File: src/rtl/mic_serial_pkg.sv
`default_nettype none
// ============================================================================
//  Module      : mic_serial_pkg
//  Description : Shared FSM state encoding and parameter defaults for the
//                mic array serial bank.
//  Revision    : 1.0 - initial release
// ============================================================================
package mic_serial_pkg;

    localparam int c_N_CH_DEFAULT    = 16;
    localparam int c_WORD_W_DEFAULT  = 32;
    localparam int c_CLK_DIV_DEFAULT = 4;

    typedef enum logic [1:0] {
        IDLE  = 2'd0,
        SHIFT = 2'd1,
        DONE  = 2'd2
    } state_t;

endpackage
`default_nettype wire

File: src/rtl/mic_serial_clkgen.sv
`default_nettype none
// ============================================================================
//  Module      : mic_serial_clkgen
//  Description : Divided serial clock with single-cycle strobes that fire in
//                the cycle before the serial clock rises or falls.
//  Revision    : 1.0 - initial release
// ============================================================================
module mic_serial_clkgen
    import mic_serial_pkg::*;
#(
    parameter int CLK_DIV = c_CLK_DIV_DEFAULT
) (
    input  logic clk,
    input  logic rst,
    input  logic i_en,
    output logic o_sclk,
    output logic o_rise,
    output logic o_fall
);

    localparam int                 c_DIV_W    = (CLK_DIV > 1) ? $clog2(CLK_DIV) : 1;
    localparam logic [c_DIV_W-1:0] c_DIV_LAST = c_DIV_W'(CLK_DIV - 1);

    logic [c_DIV_W-1:0] r_div;
    logic               r_sclk;
    logic               w_tick;

    assign w_tick = i_en && (r_div == c_DIV_LAST);
    assign o_sclk = r_sclk;
    assign o_rise = w_tick && !r_sclk;
    assign o_fall = w_tick &&  r_sclk;

    // Disabling clears the phase so every transaction starts from the same point.
    always_ff @(posedge clk) begin
        if (rst || !i_en) begin
            r_div  <= '0;
            r_sclk <= 1'b0;
        end else if (w_tick) begin
            r_div  <= '0;
            r_sclk <= ~r_sclk;
        end else begin
            r_div  <= r_div + 1'b1;
        end
    end

endmodule
`default_nettype wire

File: src/rtl/mic_serial_bank.sv
`default_nettype none
// ============================================================================
//  Module      : mic_serial_bank
//  Description : N-channel full-duplex serial shifter sharing one serial
//                clock, with valid/ready command and response handshakes.
//  Revision    : 1.0 - initial release
// ============================================================================
module mic_serial_bank
    import mic_serial_pkg::*;
#(
    parameter int N_CH    = c_N_CH_DEFAULT,
    parameter int WORD_W  = c_WORD_W_DEFAULT,
    parameter int CLK_DIV = c_CLK_DIV_DEFAULT
) (
    input  logic                   clk,
    input  logic                   reset,
    input  logic                   cmd_valid,
    output logic                   cmd_ready,
    input  logic [N_CH*WORD_W-1:0] cmd_data,
    input  logic [N_CH-1:0]        cmd_mask,
    output logic                   rsp_valid,
    input  logic                   rsp_ready,
    output logic [N_CH*WORD_W-1:0] rsp_data,
    output logic                   busy_out,
    output logic                   serial_clk_out,
    output logic [N_CH-1:0]        serial_data_out,
    input  logic [N_CH-1:0]        serial_data_in
);

    localparam int                 c_CNT_W    = $clog2(WORD_W + 1);
    localparam logic [c_CNT_W-1:0] c_WORD_CNT = c_CNT_W'(WORD_W);

    state_t                  r_state;
    state_t                  w_state_nxt;
    logic [N_CH*WORD_W-1:0]  r_tx_sreg;
    logic [N_CH*WORD_W-1:0]  r_rx_sreg;
    logic [N_CH*WORD_W-1:0]  r_rsp_data;
    logic [N_CH-1:0]         r_mask;
    logic [c_CNT_W-1:0]      r_bit_cnt;

    logic [N_CH*WORD_W-1:0]  w_cmd_mask_bits;
    logic [N_CH*WORD_W-1:0]  w_rx_mask_bits;
    logic [N_CH*WORD_W-1:0]  w_tx_shifted;
    logic [N_CH*WORD_W-1:0]  w_rx_shifted;
    logic                    w_shift;
    logic                    w_rise;
    logic                    w_fall;
    logic                    w_last_fall;
    logic                    w_accept;

    assign w_shift     = (r_state == SHIFT);
    assign w_accept    = cmd_valid && cmd_ready;
    assign w_last_fall = w_fall && (r_bit_cnt == c_WORD_CNT);
    assign rsp_data    = r_rsp_data;

    mic_serial_clkgen #(
        .CLK_DIV (CLK_DIV)
    ) u_clkgen (
        .clk    (clk),
        .rst    (reset),
        .i_en   (w_shift),
        .o_sclk (serial_clk_out),
        .o_rise (w_rise),
        .o_fall (w_fall)
    );

    for (genvar c = 0; c < N_CH; c++) begin : g_ch
        assign w_cmd_mask_bits[c*WORD_W +: WORD_W] = {WORD_W{cmd_mask[c]}};
        assign w_rx_mask_bits[c*WORD_W +: WORD_W]  = {WORD_W{r_mask[c]}};
        assign w_tx_shifted[c*WORD_W +: WORD_W]    = {r_tx_sreg[c*WORD_W +: WORD_W-1], 1'b0};
        assign w_rx_shifted[c*WORD_W +: WORD_W]    = {r_rx_sreg[c*WORD_W +: WORD_W-1], serial_data_in[c]};
        // Disabled channels were loaded with zero, so their MSB stays low.
        assign serial_data_out[c] = w_shift && r_tx_sreg[c*WORD_W + WORD_W - 1];
    end

    always_ff @(posedge clk) begin
        if (reset) begin
            r_state    <= IDLE;
            r_tx_sreg  <= '0;
            r_rx_sreg  <= '0;
            r_rsp_data <= '0;
            r_mask     <= '0;
            r_bit_cnt  <= '0;
        end else begin
            r_state <= w_state_nxt;
            if (w_accept) begin
                r_tx_sreg <= cmd_data & w_cmd_mask_bits;
                r_mask    <= cmd_mask;
                r_rx_sreg <= '0;
                r_bit_cnt <= '0;
            end else if (w_shift) begin
                if (w_rise) begin
                    r_rx_sreg <= w_rx_shifted;
                    r_bit_cnt <= r_bit_cnt + 1'b1;
                end
                if (w_fall && !w_last_fall) begin
                    r_tx_sreg <= w_tx_shifted;
                end
                if (w_last_fall) begin
                    r_rsp_data <= r_rx_sreg & w_rx_mask_bits;
                end
            end
        end
    end

    always_comb begin
        w_state_nxt = r_state;
        cmd_ready   = 1'b0;
        rsp_valid   = 1'b0;
        busy_out    = 1'b0;
        case (r_state)
            IDLE: begin
                cmd_ready = 1'b1;
                if (cmd_valid) begin
                    w_state_nxt = SHIFT;
                end
            end
            SHIFT: begin
                busy_out = 1'b1;
                if (w_last_fall) begin
                    w_state_nxt = DONE;
                end
            end
            DONE: begin
                busy_out  = 1'b1;
                rsp_valid = 1'b1;
                if (rsp_ready) begin
                    w_state_nxt = IDLE;
                end
            end
            default: begin
                w_state_nxt = IDLE;
            end
        endcase
    end

endmodule
`default_nettype wire

File: config.mk
export PLATFORM = sky130hd
export DESIGN_NAME = mic_serial_bank
export DESIGN_NICKNAME = d
export VERILOG_FILES = /design/src/rtl/mic_serial_pkg.sv /design/src/rtl/mic_serial_clkgen.sv /design/src/rtl/mic_serial_bank.sv
export SDC_FILE = /design/constraint.sdc
export NUM_CORES = 2
export LEC_CHECK = 0
export ABC_AREA = 1
export CORE_AREA = 8 8 412 414
export DETAILED_ROUTE_END_ITERATION = 10
export DIE_AREA = 0 0 420 422
export DONT_BUFFER_PORTS = 1
export PLACE_DENSITY = 0.5
export SYNTH_ARGS = -nofsm -noshare
export SYNTH_HDL_FRONTEND = slang
export SYNTH_SLANG_ARGS = --single-unit
File: constraint.sdc
create_clock -name clk -period 3 [get_ports clk]
set_input_delay 0.45 -clock clk [delete_from_list [all_inputs] [get_ports clk]]
set_output_delay 0.45 -clock clk [all_outputs]
set_load 0.01 [all_outputs]
==> flow_summary.ini <==
; flow metrics
[placed_design]
placed_area_um2 = 63000
routabilityCongestion = 0.839
dp.cells = 9718
dpl.hpwl_mm = 147
port_buffers = 0
post-place-ws_ns = 0.383

[critical_path]
cp_slowest_stage_delay_ns = 0.65
critical_path.top_delay_family = buffers and inverters
critPathCaptureType = flop
critPathLaunchType = flop
worstPathMaxFanout = 83
crit_required_ns = 3.68
path_cells = inv_1, ha_2, nand2_1, nor2_4, buf_12, nand3_4, buf_12, buf_16, nand2_1, a21oi_1, dlygate4sd3_1
cp.depth = 11
reg2reg_slack_ns = 0.11
critical_path.endpoint = rsp_data[468]
r2r_start = r_state[1]
startpoint = r_state[1]
r2r-end = rsp_data[468]
critical_path_buf_inv_count = 5

[floorplanning]
core_util_floorplan = 0.373
n_tap_cell = 2189
ioPinCount = 1080
rows = 149
chipHeight_um = 422
die_w_um = 420

[finish]
final_layout_top_logic_cells = 2029 x nor2_1, 1563 x dfxtp_1, 1534 x nand2_1, 799 x dlygate4sd3_1, 519 x o21ai_0
diodes = 60
area_dominant_class = flip-flops and latches
flop_area_um2 = 31300
num-nonclk-buffers = 970
seq_cell_count = 1563
comb_area_um2 = 26400
nets = 9057
nClkBuffers = 262
n_all_inverters = 70
n_fill_cell = 16300
seq_share = 0.407
comb_area_frac = 0.344
drive_above_1_share = 0.0556
clkCellAreaFrac = 0.0734
stdcell_area_um2 = 76900
comb.multi_input.count = 5725
layout_top_cell = nor2_1
areaGrowthSynthToFinish_pct = 26.0
layoutNonFillerInstCount = 10900

[yosys]
common_cells = 2062 x nor2_1, 1563 x dfxtp_1, 1535 x nand2_1
area_leaders = dfxtp_1 51%, nor2_1 13%, nand2_1 9.4%
simple_gate_share = 0.278
synth-xor-area-share = 0
synth.comb.largest_family = simple AND/OR/NAND/NOR gates
synth_seq_share = 0.513
async_flop_share = 0
synth-main-ff-cell = dfxtp_1
ys_area_um2 = 61000
most_common_cell = nor2_1
syn_inst = 8081
yosysTopAreaCell = dfxtp_1
avgSynthCellArea_um2 = 7.55
adder_share = 0.00164
aoi_share = 0.150
synth_cell_type_count = 27
yosys_cells = 8081

[grt]
grt_pass1_vias = 53700
track_usage = 0.237
grt_pass1_wl_mm = 335
grt_start_max_net_pins = 515
antenna_found_initial = 68
grt_use_met1 = 0.282
overflow = 0
grt_use_met3 = 0.0575

[timing]
rsz0062_at_grt = no
worst_pin_slew_ns = 2.21
fin_crit_sh = 0.963
setup_viol = 0
skew_ns = 0.0347
tns_ns = 0
setup_ws_ns = 0.111
slew_violations = 217
fmax_ghz = 0.346

[detailed_routing]
dr_total_vias = 57400
wl_met3_mm = 13.9
highest_layer = met5
first_pass_iters = 6
wire_per_inst_um = 20.5
ant_nets = 0
viasPerCell = 5.28
drc = 0
drt_iter0_drc = 4966
wl_met1_mm = 89.7
wl_met2_mm = 107

[hold_path]
hold_depth = 5
min_delay_worst_endpoint = r_tx_sreg[64]
hp-class = in -> reg

[clock_tree]
cts_buffers = 171
clock-sinks = 1563
cts_setup_buffers = 0
cts-root-buf = clkbuf_16
path_clk_slew_ns = 0.06
cts_buffer_depth = 3
worstSkewPairLatency_ns = 0.81
cts_tree = built
hold_buffers = 773
ctsHtreeMaxLevel = 4

[job]
cap_violations = 0
warnings = 50

[power]
clkPwrFrac = 0.372
irDropWorstVdd_v = 0.000567
clock_power_mw = 21.3
leakagePower_nw = 28.8
total_power_mw = 57.2
power_switching_mw = 17.7
maxPowerGroup = registers
p_sw_frac = 0.308
p_seq_mw = 23.8
p_comb_frac = 0.212
internal_power_mw = 39.6
power_density_nw_per_um2 = 744

[run_status]
violations = slew limit
status = finished, violations left
### Track usage over the die

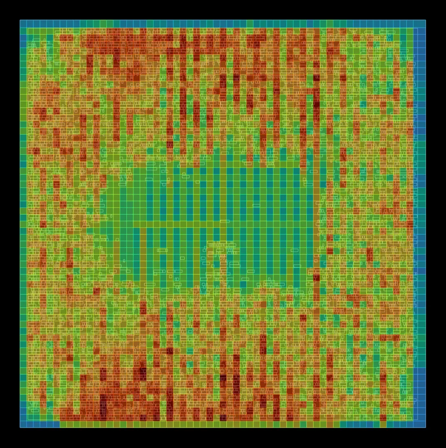
Finished Core Util: 0.470
met2 Use GR: 0.394
GRT Max-Usage Layer: met2

### Signal wires on met2

Cells faint in the background.
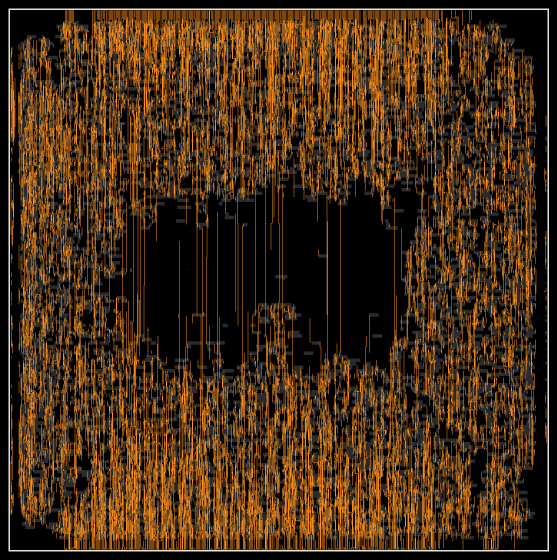
longest straight run = 175 µm
share of all routed wire = 48%
wire length on this layer = 107 mm
main direction = vertical
nets with wire on the layer = 6802

